==> config.mk <==
export PLATFORM = sky130hd
export DESIGN_NAME = ldstr_mem_ctrl
export DESIGN_NICKNAME = d
export VERILOG_FILES = /design/src/rtl/ldstr_mem_ctrl.sv
export SDC_FILE = /design/constraint.sdc
export NUM_CORES = 1
export LEC_CHECK = 0
export CAP_MARGIN = 0
export CORE_ASPECT_RATIO = 1.5
export CORE_MARGIN = 5
export CORE_UTILIZATION = 38
export DETAILED_ROUTE_END_ITERATION = 8
export PLACE_DENSITY = 0.76
export SYNTH_ARGS = -nofsm -noshare
export SYNTH_HDL_FRONTEND = slang
export SYNTH_SLANG_ARGS = --single-unit
==> constraint.sdc <==
create_clock -name clk -period 1.7 [get_ports clk]
set_input_delay 0.34 -clock clk [delete_from_list [all_inputs] [get_ports clk]]
set_output_delay 0.34 -clock clk [all_outputs]
set_load 0.01 [all_outputs]
==> src/rtl/ldstr_mem_ctrl.sv <==
// Load/store queue head consumer: one data-memory transaction at a time,
// load results broadcast on the CDB, stores issued only at the ROB head.
module ldstr_mem_ctrl #(
  parameter int ADDR_W = 16,
  parameter int DATA_W = 16,
  parameter int TAG_W  = 3
) (
  input  logic              clk,
  input  logic              rst,
  input  logic              flush,
  input  logic              head_valid,
  input  logic              head_is_store,
  input  logic              head_is_byte,
  input  logic              head_addr_rdy,
  input  logic              head_data_rdy,
  input  logic [ADDR_W-1:0] head_addr,
  input  logic [DATA_W-1:0] head_data,
  input  logic [TAG_W-1:0]  head_tag,
  input  logic              rob_head_valid,
  input  logic [TAG_W-1:0]  rob_head_tag,
  output logic              dmem_read,
  output logic              dmem_write,
  output logic [ADDR_W-1:0] dmem_address,
  output logic [DATA_W-1:0] dmem_wdata,
  output logic [1:0]        dmem_byte_enable,
  input  logic [DATA_W-1:0] dmem_rdata,
  input  logic              dmem_resp,
  output logic              cdb_req,
  input  logic              cdb_grant,
  output logic [TAG_W-1:0]  cdb_tag,
  output logic [DATA_W-1:0] cdb_value,
  output logic              RE,
  output logic              st_done
);

  typedef enum logic [2:0] {IDLE, LOAD, STORE, BCAST, DRAIN} state_t;

  state_t             state;
  logic [TAG_W-1:0]   tag_q;
  logic               is_byte_q;
  logic               flushed_q;
  logic               load_acc;
  logic               store_acc;

  // Byte loads take the lane picked by address bit 0 and sign-extend it.
  function automatic logic [DATA_W-1:0] load_result(input logic [DATA_W-1:0] rdata,
                                                    input logic is_byte,
                                                    input logic hi_lane);
    logic signed [7:0]        lane;
    logic signed [DATA_W-1:0] ext;
    lane = hi_lane ? rdata[15:8] : rdata[7:0];
    ext  = lane;
    return is_byte ? ext : rdata;
  endfunction

  function automatic logic [1:0] lane_mask(input logic is_byte, input logic a0);
    if (!is_byte) return 2'b11;
    return a0 ? 2'b10 : 2'b01;
  endfunction

  assign load_acc  = ~flush & head_valid & ~head_is_store & head_addr_rdy;
  assign store_acc = ~flush & head_valid & head_is_store & head_addr_rdy & head_data_rdy
                   & rob_head_valid & (rob_head_tag == head_tag);

  // A store whose window saw a flush still finishes in memory but must not
  // dequeue again: the flush already cleared the queue.
  assign RE = ((state == BCAST) & cdb_grant & ~flush)
            | ((state == STORE) & dmem_resp & ~flush & ~flushed_q);

  always_ff @(posedge clk) begin
    if (rst) begin
      state            <= IDLE;
      tag_q            <= '0;
      is_byte_q        <= 1'b0;
      flushed_q        <= 1'b0;
      dmem_read        <= 1'b0;
      dmem_write       <= 1'b0;
      dmem_address     <= '0;
      dmem_wdata       <= '0;
      dmem_byte_enable <= 2'b00;
      cdb_req          <= 1'b0;
      cdb_tag          <= '0;
      cdb_value        <= '0;
      st_done          <= 1'b0;
    end else begin
      st_done <= 1'b0;
      case (state)
        IDLE: begin
          if (load_acc || store_acc) begin
            tag_q            <= head_tag;
            is_byte_q        <= head_is_byte;
            dmem_address     <= head_is_byte ? head_addr : {head_addr[ADDR_W-1:1], 1'b0};
            dmem_byte_enable <= lane_mask(head_is_byte, head_addr[0]);
            if (load_acc) begin
              dmem_wdata <= '0;
              dmem_read  <= 1'b1;
              state      <= LOAD;
            end else begin
              dmem_wdata <= head_is_byte ? {(DATA_W/8){head_data[7:0]}} : head_data;
              dmem_write <= 1'b1;
              flushed_q  <= 1'b0;
              state      <= STORE;
            end
          end
        end
        LOAD: begin
          if (dmem_resp) begin
            dmem_read <= 1'b0;
            if (!flush) begin
              cdb_req   <= 1'b1;
              cdb_tag   <= tag_q;
              cdb_value <= load_result(dmem_rdata, is_byte_q, dmem_address[0]);
              state     <= BCAST;
            end else begin
              state <= IDLE;
            end
          end else if (flush) begin
            state <= DRAIN;
          end
        end
        // Memory cannot abort a read; wait it out and drop the data.
        DRAIN: begin
          if (dmem_resp) begin
            dmem_read <= 1'b0;
            state     <= IDLE;
          end
        end
        STORE: begin
          if (flush) flushed_q <= 1'b1;
          if (dmem_resp) begin
            dmem_write <= 1'b0;
            st_done    <= 1'b1;
            state      <= IDLE;
          end
        end
        BCAST: begin
          if (cdb_grant || flush) begin
            cdb_req <= 1'b0;
            state   <= IDLE;
          end
        end
        default: state <= IDLE;
      endcase
    end
  end

endmodule
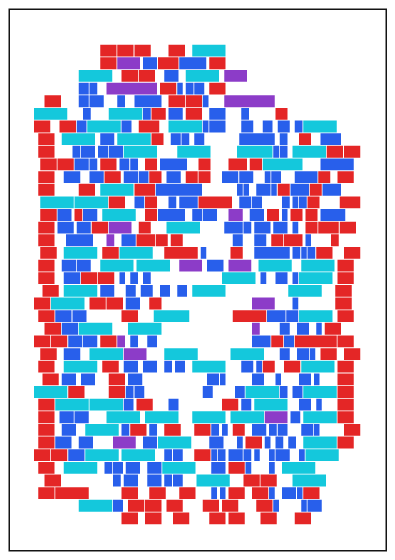
**Above:** run 1 (cells coloured by class).
| colour | class | cells |
|---|---|---|
| red | remaining buffers and delay cells | 158 |
| cyan | sequential cells | 65 |
| blue | combinational and other logic | 209 |
| purple | clock drivers and dummy loads | 15 |
register fraction of the total cell area: 0.277
Util after Layout: 0.650
standard-cell rows: 38
Std-Cell Core Area: 0.00727 mm^2

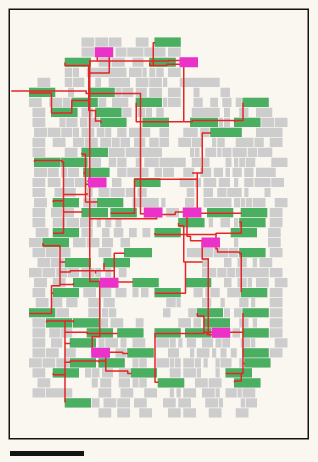
**Above:** run 1 (routed clock nets over the placement).
Bar = 20 um.
[red] clock wires | length: 833 um
[green] flip-flops | count: 65
[magenta] clock drivers | count: 9
flops lie: all over the die
routed clock nets: 10
clock-net power: 1.40 mW
clock latency on the worst-skew pair: 0.34 ns
worst clock skew: 0.00426 ns
share of total power in the clock network: 0.402

==> notes.org, run 1 <==
#+TITLE: Synthesis and PnR summary

** Critical path
- Launch point of the critical path :: rob_head_tag[1]
- Capturing element of the worst setup path :: dmem_wdata[0]
- The data arrival time reported for the critical path is 1.97 ns.
- Ordered cell list for the critical path :: clkdlybuf4s50_1 -> xor2_2 -> nor4_1 -> buf_4 -> and4b_2 -> a22o_1

** Yosys
- Dominant cell type by area after synthesis :: dfxtp_1
- By count the netlist is led by dfxtp_1, nand2b_1, nor2_1, nand4b_1, o21ai_0.
- The synthesized design contains 0 enable-type register cells.
- Looking at the cell usage after synthesis, the top flip-flop cell is dfxtp_1.
- Counting every instance in the synthesized netlist gives 300.
- After synthesis, the share of cell area in mux cells is 0.0464.
- Xor/xnor share of the synthesized area :: 0.00920
- Combinational family with the most area after synthesis :: simple AND/OR/NAND/NOR gates

** Clock tree
- CTS hold repair buffers :: 0
- The clock H-tree reported by CTS has 3 levels.
- In this run, post-CTS repair resized a total of 9 instances.
- Root Buffer Master :: clkbuf_8
- TritonCTS built the clock tree.

** Power
- Part of the total power dissipated in combinational logic :: 0.148
- Summed over all nets, the switching power comes to 0.828 mW.

** Status
- The flow ran to the end, and the final reports show no timing, DRC or antenna violations.

** Die
- In this run the count of I/O pins placed on the die edge is 123.
- Die outline width :: 80.8 um

** Routing
- Met2 Routed Length :: 4.35 mm
- TritonRoute reported its final design rule violation total as 0.
- Met1 routed wirelength after detailed routing :: 3.38 mm
- After detailed routing, no signal wire sits above met4.
- Vias :: 2814

** Final timing
- Unrepaired setup endpoints after global routing :: true
- Final setup fails :: 0
- Post-layout min period :: 1.68 ns
- Tcrit/Tclk final :: 0.988
- Achievable frequency :: 595 MHz

** Place
- Post-place instance area :: 0.00435 mm^2
- Count of input and output buffers :: 122
- The placement summary gives the final routability congestion estimate as 0.834.
- Before CTS, the worst setup slack after placement is -0.507 ns.
- Number of cells in the design after placement :: 526

** Layout
- After the last flow step, the layout net total stands at 508.
- Number of non-filler instances in the completed layout :: 547
- From synthesis to final layout, the design area changed by 65.4%.
- Leaving out buffers and inverters, the combinational logic in the layout accounts for 0.00151 mm^2.

** GRT
- Met1 Track Usage GR :: 0.213
- Maximum number of pins on one net before global-route repair :: 43
- The global routing stage identified its most utilized layer as met2.

** Run
- Count of tool warnings :: 28
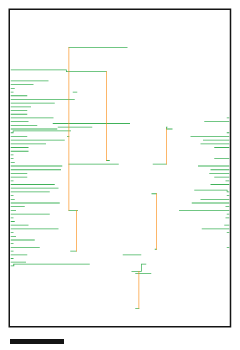
**Above:** run 1 (wiring by layer).
Bar = 20 um. Two of the layers only.
| colour | layer | wire length |
|---|---|---|
| green | metal 3 | 754 um |
| orange | metal 4 | 154 um |
routed wire length: 8.63 mm
Tot GR Track Use: 0.186

run 1: flip-flops by register name, summed over array words and instances (netlist names):
| signal | flops |
|---|---|
| dmem_wdata | 16 |
| cdb_tag | 3 |
| cdb_value | 16 |
| dmem_address | 16 |
| dmem_write | 1 |
| st_done | 1 |
| flushed_q | 1 |
| dmem_byte_enable | 2 |
| dmem_read | 1 |
| tag_q | 3 |
| is_byte_q | 1 |
| cdb_req | 1 |
| state | 3 |
run 1: area by class of cell:
cell class,instances,share of cell area
Sequential cell,65,0.277
Multi-Input combinational cell,207,0.319
Clock inverter,6,0.0177
Tap cell,100,0.0265
Clock buffer,9,0.0262
Timing Repair Buffer,158,0.333
Inverter,2,0.00159
==> run 2: changes to the inputs <==
--- a/config.mk
+++ b/config.mk
@@ -9,6 +9,7 @@
 export CORE_ASPECT_RATIO = 1.5
 export CORE_MARGIN = 5
 export CORE_UTILIZATION = 38
+export CTS_CLUSTER_DIAMETER = 100
 export DETAILED_ROUTE_END_ITERATION = 8
 export PLACE_DENSITY = 0.76
 export SYNTH_ARGS = -nofsm -noshare
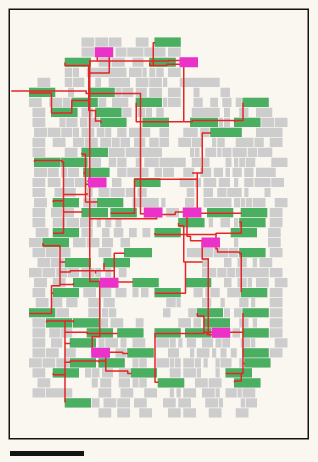
**Above:** run 2 (routed clock nets over the placement).
Bar = 20 um.

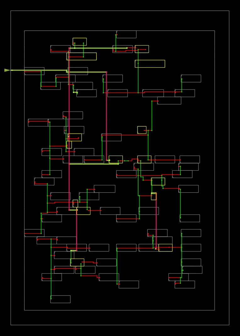
**Above:** run 2 (clock routing).
Num CTS Buffers: 9
clock net sink count: 65
number of sequential storage elements: 65
number of clock buffer instances in the layout: 9

==> run 2 against run 1 <==
Against the previous run:
- sequential power about the same
- combinational power about the same
- total power unchanged
- sequential share of layout area unchanged
- synthesized cell count unchanged
- hold slack unchanged
- critical endpoint unchanged
==> notes.org, run 2 <==
#+TITLE: Synthesis and PnR summary

** Final timing
- Achievable frequency :: 595 MHz (unchanged)
- Post-layout min period :: 1.68 ns (unchanged)
- The final count of negative-setup-slack endpoints is 0 (unchanged).

** Yosys
- Synth Flop Type :: dfxtp_1
- Dominant cell type by area after synthesis :: dfxtp_1

** GRT
- The largest net degree at the start of global routing was 43 (unchanged).
- The global router's overall resource usage came to 0.186 (unchanged).
- Global routing's busiest layer :: met2

** Layout
- The area overhead of the layout relative to synthesis is 65.4% (unchanged).
- Final clock-cell share :: 0.0440 (unchanged)
- Largest cell class by area :: buffers

** Power
- Part of the total power dissipated in combinational logic :: 0.148 (about the same)
- The switching power of the nets was 0.828 mW (unchanged).

** Status
- Run status :: complete, no violations

** Critical path
- Ordered cell list for the critical path :: clkdlybuf4s50_1 -> xor2_2 -> nor4_1 -> buf_4 -> and4b_2 -> a22o_1
- The data arrival time at the worst-slack endpoint came to 1.97 ns (about the same).

** Routing
- Uppermost signal routing layer after detailed routing :: met4

** Die
- Num ports :: 123 (unchanged)
- The area of the core is 0.00727 mm^2 (unchanged).

** Place
- Placement-stage worst setup slack :: -0.507 ns (unchanged)
- Post-place instance area :: 0.00435 mm^2 (unchanged)
- Number of cells in the design after placement :: 526 (unchanged)
## run 2: cell counts after synthesis
Identical to the previous run, type by type.
## run 2: worst paths after layout
| check | end | slack [ns] | cells past startpoint |
|---|---|---|---|
| hold reg to reg | dmem_wdata[9] | 0.47 | 1 |
| setup / recovery | dmem_wdata[0] | 0.02 | 6 |
| setup reg to reg | cdb_value[10] | 0.10 | 7 |
| hold / removal | state[0] | 0.35 | 2 |
## run 2: cells by family after synthesis
group | count (synthesis) | share of synthesized area
DFF | 65 | 0.456
AOI/OAI and AO/OA | 74 | 0.194
muxes | 13 | 0.0464
buffers and inverters | 29 | 0.0434
xor gates and xnor gates | 3 | 0.00920
and+or+nand+nor | 116 | 0.252
No activity file was given, so power comes from the tool's default toggle rates.
